==> run_1/drive_strength.png <==
Drawn at 6 px/um.
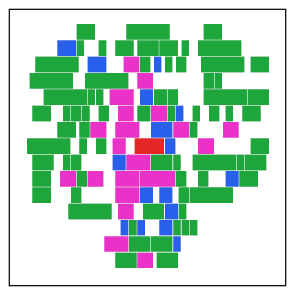
==> run_1/registers.png <==
Drawn at 8 px/um. Other sequential cells in the stronger gray, the rest of the logic in the fainter gray.
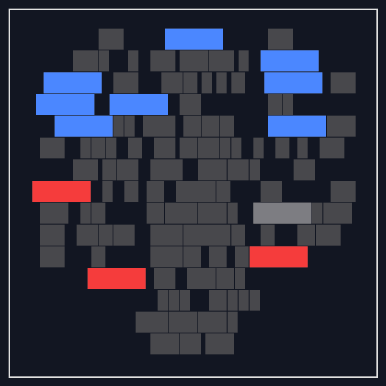
==> run_1/wire_density.png <==
Drawn at 8 px/um. 9 x 9 tiles, from dark purple (low) to yellow (high), scaled to the fullest tile. Values are wire area over tile area, all layers added.
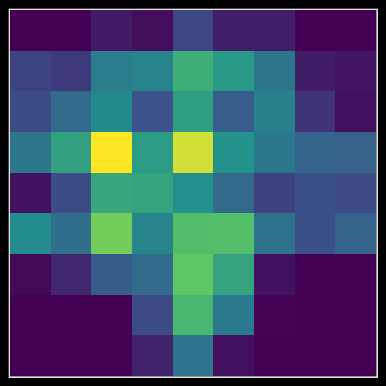
<file path="src/rtl/prio_enc_pkg.sv">
// Shared definitions for the prio_encoder_rr slice: mode encodings and the one-hot helper.
package prio_enc_pkg;

    localparam logic MODE_FIXED = 1'b0;
    localparam logic MODE_RR    = 1'b1;

    // Widest request vector the one-hot helper supports.
    localparam int unsigned MAX_N = 64;
    localparam int unsigned MAX_W = 6;

    function automatic logic [MAX_N-1:0] onehot_from_idx(input logic [MAX_W-1:0] i);
        logic [MAX_N-1:0] one;
        one = {{(MAX_N-1){1'b0}}, 1'b1};
        return one << i;
    endfunction

endpackage

</file>
<file path="src/rtl/prio_scan.sv">
// Combinational wrapping downward search: first set bit at start_i, start_i-1, ... start_i+1.
module prio_scan #(
    parameter int unsigned N = 8,
    localparam int unsigned W = $clog2(N)
) (
    input  logic [N-1:0] req_i,
    input  logic [W-1:0] start_i,
    output logic         found_o,
    output logic [W-1:0] idx_o
);

    int pos;

    always_comb begin
        found_o = 1'b0;
        idx_o   = '0;
        pos     = 0;
        // Walk from lowest to highest priority so the last hit is the winner.
        for (int k = int'(N) - 1; k >= 0; k--) begin
            pos = (int'(start_i) + int'(N) - k) % int'(N);
            if (req_i[pos]) begin
                found_o = 1'b1;
                idx_o   = W'(pos);
            end
        end
    end

endmodule

</file>
<file path="src/rtl/prio_encoder_rr.sv">
// Registered N-input priority encoder with valid/ready output stage.
// Round-robin mode and the ptr register are built only when PRIO_ENC_RR_EN is defined.
module prio_encoder_rr
    import prio_enc_pkg::*;
#(
    parameter int unsigned N = 8,
    localparam int unsigned W = $clog2(N)
) (
    input  logic         clk,
    input  logic         rst,
    input  logic [N-1:0] req,
    input  logic         mode,
    input  logic         out_ready,
    output logic [W-1:0] idx,
    output logic [N-1:0] grant,
    output logic         valid
);

    logic [W-1:0] idx_q, idx_d;
    logic [N-1:0] grant_q, grant_d;
    logic         valid_q, valid_d;

    logic         cap;
    logic         xfer;
    logic [W-1:0] start;
    logic         found;
    logic [W-1:0] scan_idx;

    assign cap  = !valid_q || out_ready;
    assign xfer = valid_q && out_ready;

`ifdef PRIO_ENC_RR_EN
    logic [W-1:0] ptr_q, ptr_d;
    logic [W-1:0] base;

    // Using idx on transfer lets back-to-back grants rotate without waiting for ptr.
    assign base  = xfer ? idx_q : ptr_q;
    assign ptr_d = xfer ? idx_q : ptr_q;

    always_comb begin
        if (mode == MODE_RR) begin
            start = (base == '0) ? W'(N - 1) : base - 1'b1;
        end else begin
            start = W'(N - 1);
        end
    end

    always_ff @(posedge clk) begin
        if (rst) begin
            ptr_q <= '0;
        end else begin
            ptr_q <= ptr_d;
        end
    end
`else
    logic unused_mode;

    assign unused_mode = mode;
    assign start       = W'(N - 1);
`endif

    prio_scan #(
        .N(N)
    ) u_scan (
        .req_i   (req),
        .start_i (start),
        .found_o (found),
        .idx_o   (scan_idx)
    );

    always_comb begin
        idx_d   = idx_q;
        grant_d = grant_q;
        valid_d = valid_q;
        if (cap) begin
            valid_d = found;
            if (found) begin
                idx_d   = scan_idx;
                grant_d = N'(onehot_from_idx(MAX_W'(scan_idx)));
            end else begin
                grant_d = '0;
            end
        end
    end

    always_ff @(posedge clk) begin
        if (rst) begin
            idx_q   <= '0;
            grant_q <= '0;
            valid_q <= 1'b0;
        end else begin
            idx_q   <= idx_d;
            grant_q <= grant_d;
            valid_q <= valid_d;
        end
    end

    assign idx   = idx_q;
    assign grant = grant_q;
    assign valid = valid_q;

endmodule

</file>
<file path="config.mk">
export PLATFORM = sky130hd
export DESIGN_NAME = prio_encoder_rr
export DESIGN_NICKNAME = d
export VERILOG_FILES = /design/src/rtl/prio_enc_pkg.sv /design/src/rtl/prio_scan.sv /design/src/rtl/prio_encoder_rr.sv
export SDC_FILE = /design/constraint.sdc
export NUM_CORES = 1
export LEC_CHECK = 0
export ABC_AREA = 1
export CORE_MARGIN = 2
export CORE_UTILIZATION = 35
export DETAILED_ROUTE_END_ITERATION = 8
export GPL_ROUTABILITY_DRIVEN = 1
export PLACE_DENSITY_LB_ADDON = 0.3
export SLEW_MARGIN = 30
export SYNTH_ARGS = -nofsm -noshare
export SYNTH_HDL_FRONTEND = slang
export SYNTH_SLANG_ARGS = --single-unit
</file>
<file path="constraint.sdc">
create_clock -name clk -period 1.4 [get_ports clk]
set_input_delay 0.28 -clock clk [delete_from_list [all_inputs] [get_ports clk]]
set_output_delay 0.28 -clock clk [all_outputs]
set_load 0.02 [all_outputs]
</file>
==> Slide: Implementation Results, run 1 <==
Flow Results at a Glance

Timing
  • Max-slew violation count: 0
  • Final setup vio count: 0
  • Setup ws final: 153.3 ps
  • Final Critical Period: 1247 ps
  • Clock skew: 6.050 ps
  • Worst slew margin: 86.10%
  • Worst hold slack: 459.7 ps

Layout
  • Final core occ: 54.81%
  • Logic area: 310.3 um^2
  • Signal buf overhead: 29.46%
  • Non-clock inverter count: 11
  • Commonest Layout Cell: nand2_1
  • Flip-flop count of the largest register after layout: 8
  • Leading cell kind: combinational gates
  • Sequential share of cell area: 25.95%
  • Final Cell Area: slightly above 900 um^2
  • Bufs w/o clock: 31
  • Layout cell share with drive strength beyond 1: 33.64%
  • Flip-flops: 12
  • Dominant logic cell types in the final layout: 16 x nand2_1, 12 x dfxtp_1, 12 x dlygate4sd2_1
  • Flop area: 240.2 um^2
  • Area Overhead vs Synth: 51.33%
  • Comb area share: 33.51%
  • Clock network area share: 3.919%

Yosys
  • FA/HA/MAJ Cells, Area Fraction: 0%
  • Biggest area cells: dfxtp_1 39%, nand2_1 9.8%, a21oi_1 7.4%
  • Synthesized registers: 12
  • Post-synth mux share: 0%
  • Yosys xor share: 0%
  • Post-synthesis cell area: 611.8 um^2
  • Synth Warn #: 0
  • Top FF cell, synth: dfxtp_1
  • Cell Type Count: 20
  • Syn Area/Cell: 7.946 um^2
  • Area reported by Yosys stat: 611.8 um^2
  • And+or+nand+nor area frac: 38.04%
  • Yosys top cell by instances: nand2_1
  • Count of library flops with an enable pin: 0

Clocking
  • Root buffer cell: clkbuf_4
  • H-tree Lvls: 1
  • Clock sink count: 12
  • CTS hold repair buffers: 0
  • Postcts setup bufs: 0
  • Worst-path clk slew: 80 ps
  • Clock Latency Late Sink: 280 ps
  • CTS tree: built

Route
  • Vias: 585
  • Wirelength per Cell: 10.02 um
  • DRC: 0
  • M1 WL: 603 um
  • Vias per inst: 4.606
  • Met2 wire len: 572 um
  • Routed Antenna Nets: 0
  • Total wire length: approximately 1300 um
  • Max layer used: met4
  • Number of DRC markers in iteration 0: 5

Floorplanning
  • Die x size: 45.81 um
  • # rows: 15
  • I/O pin count: 24
  • Tap cells: 17

Power and ir drop
  • Power Clock: 287 uW
  • Top power group: registers
  • Switch share: 27.54%
  • Comb. pwr: between 150 and 200 uW
  • Power per cell area: 881.7 nW/um^2
  • Pleak: 0.0004388 uW
  • P_seq: roughly 360 uW

Worst setup path
  • R2R setup slack: 380 ps
  • Worst r2r src: valid$_SDFFE_PP0N_
  • Critical Path Start: idx[1]$_SDFFE_PP0P_
  • FF-to-FF path depth: 6
  • Crit start category: flip-flop
  • Type of the worst setup path: flip-flop to primary output
  • Crit path DRT: 1120 ps
  • CP arrival: 970 ps
  • Worst setup path endpoint: idx[1]
  • Worst path cell trace: dlygate4sd2_1

GRT
  • Initial antenna violation count: 0
  • Vias in the first global route: about 500
  • Global-route track usage on met3: approximately 3.6%
  • Gr usage total: 14.24%
  • Most used routing layer: met2

Job
  • MaxCap Viol Count: 0
  • Tool warnings: 27

Outcome
  • Status: finished clean

Hold path
  • Hold Path Origin: grant[7]$_SDFFE_PP0N_
  • Worst hold path depth: 2
  • Hold EP: grant[7]$_SDFFE_PP0N_

Placed design
  • Pre-CTS setup slack: -129.0 ps
  • Final GP Congestion: 0.7180
Notes on drive_strength.png above:
magenta -> drive 3 to 4  # cells 20, share 18%, most used buf_4
green -> drive 1 or less  # cells 73, share 66%, most used nand2_1
blue -> drive 2  # cells 16, share 15%
red -> drive 6 and up  # cells 1, share 0.91%, most used clkbuf_8

Notes on registers.png above:
blue -> grant  # placed flops 8
red -> idx  # placed flops 3
not colored = 1

Notes on wire_density.png above:
tiles over half the peak = 20%
densest ninth of the die = middle
fullest tile = 0.35

==> run 2, diff against run 1 <==
--- a/config.mk
+++ b/config.mk
@@ -10,6 +10,7 @@
 export CORE_UTILIZATION = 35
 export DETAILED_ROUTE_END_ITERATION = 8
 export GPL_ROUTABILITY_DRIVEN = 1
+export GPL_TIMING_DRIVEN = 0
 export PLACE_DENSITY_LB_ADDON = 0.3
 export SLEW_MARGIN = 30
 export SYNTH_ARGS = -nofsm -noshare
==> run 2 against run 1 <==
  * Wire length is 7.5% lower
  * Setup slack better by 15 ps
  * Critical path type unchanged
  * Count of clock-buffer cells in the layout stayed put
  * Critical path depth stayed put
==> Slide: Implementation Results, run 2 <==
Flow Results at a Glance

Worst setup path
  • Crit. End Element: primary output (unchanged)
  • Crit start category: flip-flop (unchanged)
  • Maximum net fanout on the critical path: 2 (unchanged)
  • Worst setup path endpoint: idx[1] (unchanged)
  • Worst r2r src: valid$_SDFFE_PP0N_ (unchanged)
  • Worst path cell trace: dlygate4sd2_1 (unchanged)
  • WP buf/inv: 1 (unchanged)
  • Crit path DRT: 1120 ps (about the same)
  • Critical Path Start: idx[1]$_SDFFE_PP0P_ (unchanged)
  • Worst path max stage delay: 340 ps (was 350 ps)
  • Type of the worst setup path: flip-flop to primary output (unchanged)
  • CP arrival: 950 ps (was 970 ps)
  • FF-to-FF path depth: 7 (was 6)
  • R2R setup slack: 320 ps (was 380 ps)

Layout
  • Signal buf overhead: 25.32% (was 29.46%)
  • Flip-flop count of the largest register after layout: 8 (unchanged)
  • Total Nets Final: 116 (was 123)
  • Dominant logic cell types in the final layout: 16 x nand2_1, 12 x dfxtp_1, 12 x dlygate4sd2_1 (unchanged)
  • Flop area: 240.2 um^2 (unchanged)
  • Comb area share: 35.48% (was 33.51%)
  • Commonest Layout Cell: nand2_1 (unchanged)
  • Layout cell share with drive strength beyond 1: 29.13% (was 33.64%)
  • Final core occ: 51.78% (was 54.81%)
  • Final Cell Area: 874.6 um^2 (was 925.9 um^2)
  • Non-clock inverter count: 11 (unchanged)
  • Sequential share of cell area: 27.47% (was 25.95%)
  • Clock network area share: 4.149% (was 3.919%)
  • Leading cell kind: combinational gates (unchanged)
  • Bufs w/o clock: 24 (was 31)
  • Area Overhead vs Synth: 42.94% (was 51.33%)
  • Non-filler cells, final: 120 (was 127)
  • Logic area: 310.3 um^2 (unchanged)

Power and ir drop
  • Power Clock: 270 uW (was 287 uW)
  • Top power group: registers (unchanged)
  • Seq pwr share: 46.1% (was 44.2%)
  • Pleak: 0.0004045 uW (was 0.0004388 uW)
  • Comb. pwr: 152 uW (was 168 uW)
  • Switch share: 26.11% (was 27.54%)
  • P_seq: 361 uW (about the same)
  • Combinational share of power: 19.4% (was 20.6%)
  • Int Power: 579.2 uW (was 591.6 uW)
  • Max IR drop VDD: 656.4 uV (was 465.8 uV)
  • Overall Power: 783.8 uW (was 816.4 uW)
  • Power per cell area: 896.2 nW/um^2 (was 881.7 nW/um^2)

GRT
  • Global-route wire length before repair: 2028 um (was 2063 um)
  • Gr usage total: 13.56% (was 14.24%)
  • Met2 Track Usage GR: 22.25% (was 20.56%)
  • Initial antenna violation count: 0 (unchanged)
  • Most used routing layer: met2 (unchanged)
  • Global-route track usage on met3: 6.746% (was 3.571%)
  • Vias in the first global route: 510 (was 498)
  • Total gr overflow: 0 (unchanged)
  • Largest net degree at the start of global routing: 11 (unchanged)

Clocking
  • H-tree Lvls: 1 (unchanged)
  • Clock sink count: 12 (unchanged)
  • Post_cts resized: 12 (unchanged)
  • Clock Latency Late Sink: 270 ps (was 280 ps)
  • CTS tree: built (unchanged)
  • Postcts setup bufs: 0 (unchanged)
  • Clock Tree Buf Depth: 2 (unchanged)
  • CTS hold repair buffers: 0 (unchanged)
  • Root buffer cell: clkbuf_4 (unchanged)
  • Worst-path clk slew: 80 ps (about the same)
  • CTS Buf Count: 3 (unchanged)

Timing
  • Final Critical Period: 1231 ps (was 1247 ps)
  • Final Hold Fails: 0 (unchanged)
  • Maximum achievable frequency: 812.1 MHz (was 802.1 MHz)
  • Setup ws final: 168.7 ps (was 153.3 ps)
  • Tightest Pin Transition: 212.2 ps (was 209.4 ps)
  • RSZ-0062 raised after global routing: false (unchanged)
  • Worst slew margin: 85.91% (was 86.10%)
  • Final setup vio count: 0 (unchanged)
  • Max-slew violation count: 0 (unchanged)
  • Worst hold slack: 461.8 ps (was 459.7 ps)
  • Fin crit share: 87.95% (was 89.05%)
  • Clock skew: 9.735 ps (was 6.050 ps)

Yosys
  • Synth Warn #: 0 (unchanged)
  • Count of library flops with an enable pin: 0 (unchanged)
  • Synthesized registers: 12 (unchanged)
  • Syn Area/Cell: 7.946 um^2 (unchanged)
  • Area reported by Yosys stat: 611.8 um^2 (unchanged)
  • Post-synthesis cell area: 611.8 um^2 (unchanged)
  • Yosys xor share: 0% (unchanged)
  • Yosys top cell by instances: nand2_1 (unchanged)
  • Async SR Flop Fraction: 0% (unchanged)
  • Cell count listed in synth_stat.txt: 77 (unchanged)
  • Mapped Cells: 77 (unchanged)
  • Post-synth mux share: 0% (unchanged)
  • Biggest combinational cell group after synthesis: simple AND/OR/NAND/NOR gates (unchanged)
  • Top FF cell, synth: dfxtp_1 (unchanged)
  • Cell Type Count: 20 (unchanged)
  • FA/HA/MAJ Cells, Area Fraction: 0% (unchanged)
  • Top cells by count, synth: 16 x nand2_1, 12 x dfxtp_1, 9 x a21oi_1, 5 x inv_2, 5 x nor2_2 (unchanged)
  • Area share, top type: 39.26% (unchanged)
  • And+or+nand+nor area frac: 38.04% (unchanged)
  • Biggest area cells: dfxtp_1 39%, nand2_1 9.8%, a21oi_1 7.4% (unchanged)
  • Area fraction in compound gates: 12.68% (unchanged)
  • Mapped Nets: 89 (unchanged)
  • Cell type with the largest total area: dfxtp_1 (unchanged)

Floorplanning
  • # rows: 15 (unchanged)
  • I/O pin count: 24 (unchanged)
  • Tap cells: 17 (unchanged)
  • Die x size: 45.81 um (unchanged)
  • Die Ht: 45.81 um (unchanged)
  • FP Util: 36.22% (unchanged)
  • Core Footprint: 1689 um^2 (unchanged)
  • Die area: 2099 um^2 (unchanged)

Hold path
  • Worst hold path depth: 2 (unchanged)
  • Hold Path Origin: grant[3]$_SDFFE_PP0N_ (was grant[7]$_SDFFE_PP0N_)
  • Hold EP: grant[3]$_SDFFE_PP0N_ (was grant[7]$_SDFFE_PP0N_)
  • Worst Hold Class: flip-flop to flip-flop (unchanged)

Route
  • Vias: 551 (was 585)
  • DR pass1 iterations: 3 (was 4)
  • Total wire length: 1178 um (was 1273 um)
  • Max layer used: met3 (was met4)
  • WL met3: 85 um (was 58 um)
  • Wirelength per Cell: 9.817 um (was 10.02 um)
  • Routed Antenna Nets: 0 (unchanged)
  • M1 WL: 532 um (was 603 um)
  • Met2 wire len: 560 um (was 572 um)
  • Vias per inst: 4.592 (was 4.606)
  • Number of DRC markers in iteration 0: 4 (was 5)
  • DRC: 0 (unchanged)

Placed design
  • # port buffers: 22 (unchanged)
  • Pre-CTS setup slack: -125.0 ps (was -129.0 ps)
  • Final GP Congestion: 0.7115 (was 0.7180)
  • Dpl hpwl: 943 um (was 1010 um)
  • Placed cell areas: 853.3 um^2 (was 904.6 um^2)

Outcome
  • Status: finished clean (unchanged)

Job
  • MaxCap Viol Count: 0 (unchanged)
  • Tool warnings: 27 (unchanged)
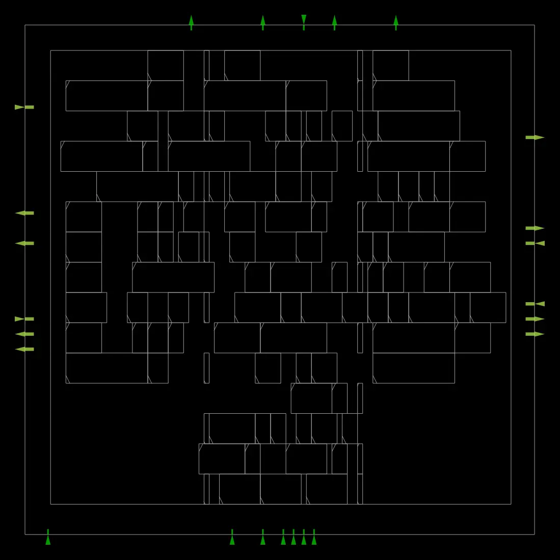
(run_2/final_placement.png)
Filler Cells Inserted: 179
flip-flops: 12

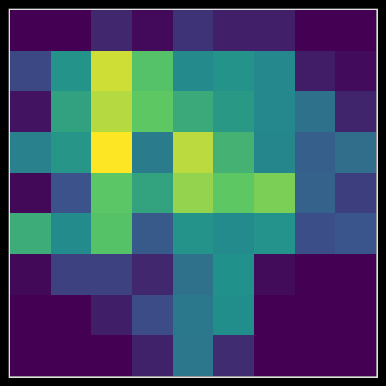
(run_2/wire_density.png)
Drawn at 8 px/um. 9 x 9 tiles, from dark purple (low) to yellow (high), scaled to the fullest tile. Values are wire area over tile area, all layers added.
tiles over half the peak = 27%
fullest tile = 0.29
mean over tiles = 0.090
emptiest ninth of the die = bottom right
densest ninth of the die = middle

==> run 3, diff against run 2 <==
--- a/config.mk
+++ b/config.mk
@@ -5,7 +5,6 @@
 export SDC_FILE = /design/constraint.sdc
 export NUM_CORES = 1
 export LEC_CHECK = 0
-export ABC_AREA = 1
 export CORE_MARGIN = 2
 export CORE_UTILIZATION = 35
 export DETAILED_ROUTE_END_ITERATION = 8
==> run 3 against run 2 <==
  * Total power down 11%
  * Die area down 13%
  * Highest routed layer is now met4
  * Hold slack worse by 24 ps
  * Combinational power down about 10%
==> Slide: Implementation Results, run 3 <==
Flow Results at a Glance

Yosys
  • Post-synth mux share: 0% (unchanged)
  • And+or+nand+nor area frac: 24.46% (was 38.04%)
  • Yosys xor share: 0% (unchanged)
  • Biggest area cells: dfxtp_1 46%, a21oi_1 7.7%, nor2_1 5.8% (was dfxtp_1 39%, nand2_1 9.8%, a21oi_1 7.4%)
  • Mapped Cells: 60 (was 77)
  • Post-synthesis cell area: 521.8 um^2 (was 611.8 um^2)
  • Cell type with the largest total area: dfxtp_1 (unchanged)
  • Area share, top type: 46.04% (was 39.26%)
  • Cell count listed in synth_stat.txt: 60 (was 77)
  • Top FF cell, synth: dfxtp_1 (unchanged)
  • FA/HA/MAJ Cells, Area Fraction: 0% (unchanged)
  • Mapped Nets: 72 (was 89)
  • Synthesized registers: 12 (unchanged)
  • Cell Type Count: 27 (was 20)
  • Top cells by count, synth: 12 x dfxtp_1, 8 x a21oi_1, 8 x nor2_1, 5 x nand2_1, 3 x inv_1 (was 16 x nand2_1, 12 x dfxtp_1, 9 x a21oi_1, 5 x inv_2, 5 x nor2_2)
  • Async SR Flop Fraction: 0% (unchanged)
  • Biggest combinational cell group after synthesis: AND-OR/OR-AND gates (was simple AND/OR/NAND/NOR gates)
  • Synth Warn #: 0 (unchanged)
  • Yosys top cell by instances: dfxtp_1 (was nand2_1)

GRT
  • Initial antenna violation count: 0 (unchanged)
  • Met2 Track Usage GR: 22.77% (was 22.25%)
  • Gr usage total: 13.89% (was 13.56%)
  • Global-route wire length before repair: 1938 um (was 2028 um)
  • Most used routing layer: met2 (unchanged)

Route
  • Met2 wire len: 573 um (was 560 um)
  • Number of DRC markers in iteration 0: 6 (was 4)
  • Total wire length: 1202 um (was 1178 um)
  • WL met3: 48 um (was 85 um)
  • Wirelength per Cell: 11.90 um (was 9.817 um)
  • M1 WL: 569 um (was 532 um)
  • Max layer used: met4 (was met3)
  • Vias per inst: 5.119 (was 4.592)
  • Routed Antenna Nets: 0 (unchanged)

Timing
  • Final Hold Fails: 0 (unchanged)
  • Setup ws final: 71.80 ps (was 168.7 ps)
  • Max-slew violation count: 0 (unchanged)
  • Clock skew: 0.6554 ps (was 9.735 ps)
  • Tightest Pin Transition: 430.8 ps (was 212.2 ps)
  • Final Critical Period: 1328 ps (was 1231 ps)
  • Worst slew margin: 71.28% (was 85.91%)
  • Fin crit share: 94.87% (was 87.95%)
  • Final setup vio count: 0 (unchanged)

Worst setup path
  • CP arrival: 1540 ps (was 950 ps)
  • Worst setup path endpoint: grant[1]$_SDFFE_PP0N_ (was idx[1])
  • Crit start category: primary input (was flip-flop)
  • Maximum net fanout on the critical path: 3 (was 2)
  • R2R setup slack: 160 ps (was 320 ps)
  • Worst path cell trace: clkdlybuf4s50_1 > nor4_4 > or4_4 > nor3_4 > a22o_1 (was dlygate4sd2_1)
  • Crit. End Element: flip-flop (was primary output)
  • WP buf/inv: 1 (unchanged)
  • Worst r2r src: valid$_SDFFE_PP0N_ (unchanged)
  • Crit path DRT: 1610 ps (was 1120 ps)

Layout
  • Flop area: 240.2 um^2 (unchanged)
  • Leading cell kind: combinational gates (unchanged)
  • Flip-flop count of the largest register after layout: 8 (unchanged)
  • Clock network area share: 2.791% (was 4.149%)
  • Non-clock inverter count: 3 (was 11)
  • Final core occ: 59.78% (was 51.78%)
  • Comb area share: 36.12% (was 35.48%)
  • Layout cell share with drive strength beyond 1: 15.12% (was 29.13%)
  • Flip-flops: 12 (unchanged)
  • Logic area: 291.5 um^2 (was 310.3 um^2)
  • Final Cell Area: 807.0 um^2 (was 874.6 um^2)
  • Dominant logic cell types in the final layout: 17 x dlygate4sd2_1, 12 x dfxtp_1, 8 x nor2_1, 8 x a21oi_1, 5 x nand2_1 (was 16 x nand2_1, 12 x dfxtp_1, 12 x dlygate4sd2_1)
  • Signal buf overhead: 27.60% (was 25.32%)

Clocking
  • Clock Latency Late Sink: 260 ps (was 270 ps)
  • Clock Tree Buf Depth: 2 (unchanged)
  • Root buffer cell: clkbuf_4 (unchanged)
  • CTS tree: built (unchanged)
  • CTS hold repair buffers: 0 (unchanged)
  • Clock sink count: 12 (unchanged)
  • CTS Buf Count: 3 (unchanged)

Floorplanning
  • Die Ht: 42.61 um (was 45.81 um)
  • # rows: 13 (was 15)
  • Core Footprint: 1350 um^2 (was 1689 um^2)
  • I/O pin count: 24 (unchanged)

Power and ir drop
  • Combinational share of power: 19.1% (was 19.4%)
  • Comb. pwr: 133 uW (was 152 uW)
  • Power per cell area: 861.5 nW/um^2 (was 896.2 nW/um^2)
  • Pleak: 0.0003738 uW (was 0.0004045 uW)
  • P_seq: 361 uW (about the same)
  • Seq pwr share: 51.9% (was 46.1%)

Hold path
  • Worst hold path depth: 3 (was 2)
  • Worst Hold Class: primary input to flip-flop (was flip-flop to flip-flop)

Placed design
  • Final GP Congestion: 0.7455 (was 0.7115)
  • # port buffers: 22 (unchanged)
  • Dpl hpwl: 863.5 um (was 943 um)

Outcome
  • Status: finished clean (unchanged)
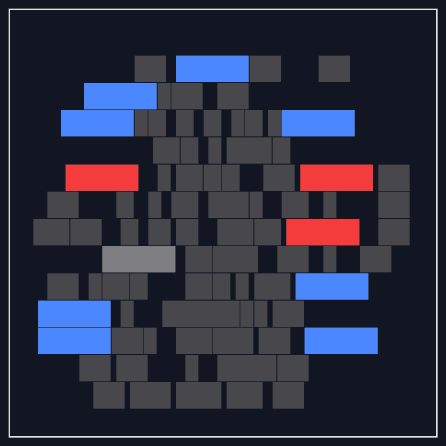
(run_3/registers.png)
Drawn at 10 px/um. Other sequential cells in the stronger gray, the rest of the logic in the fainter gray.
red -> idx  # placed flops 3
blue -> grant  # placed flops 8
not colored = 1

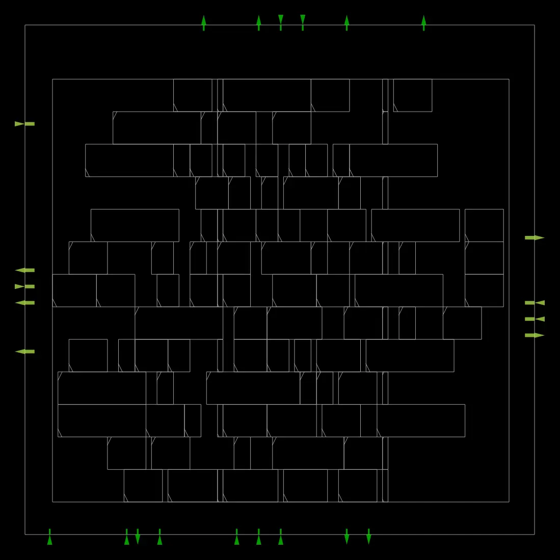
(run_3/final_placement.png)
Filler Cells Inserted: 129
sequential share of cell area: 29.77%
non-filler cells, final: 101

No activity file was given, so power comes from the tool's default toggle rates.
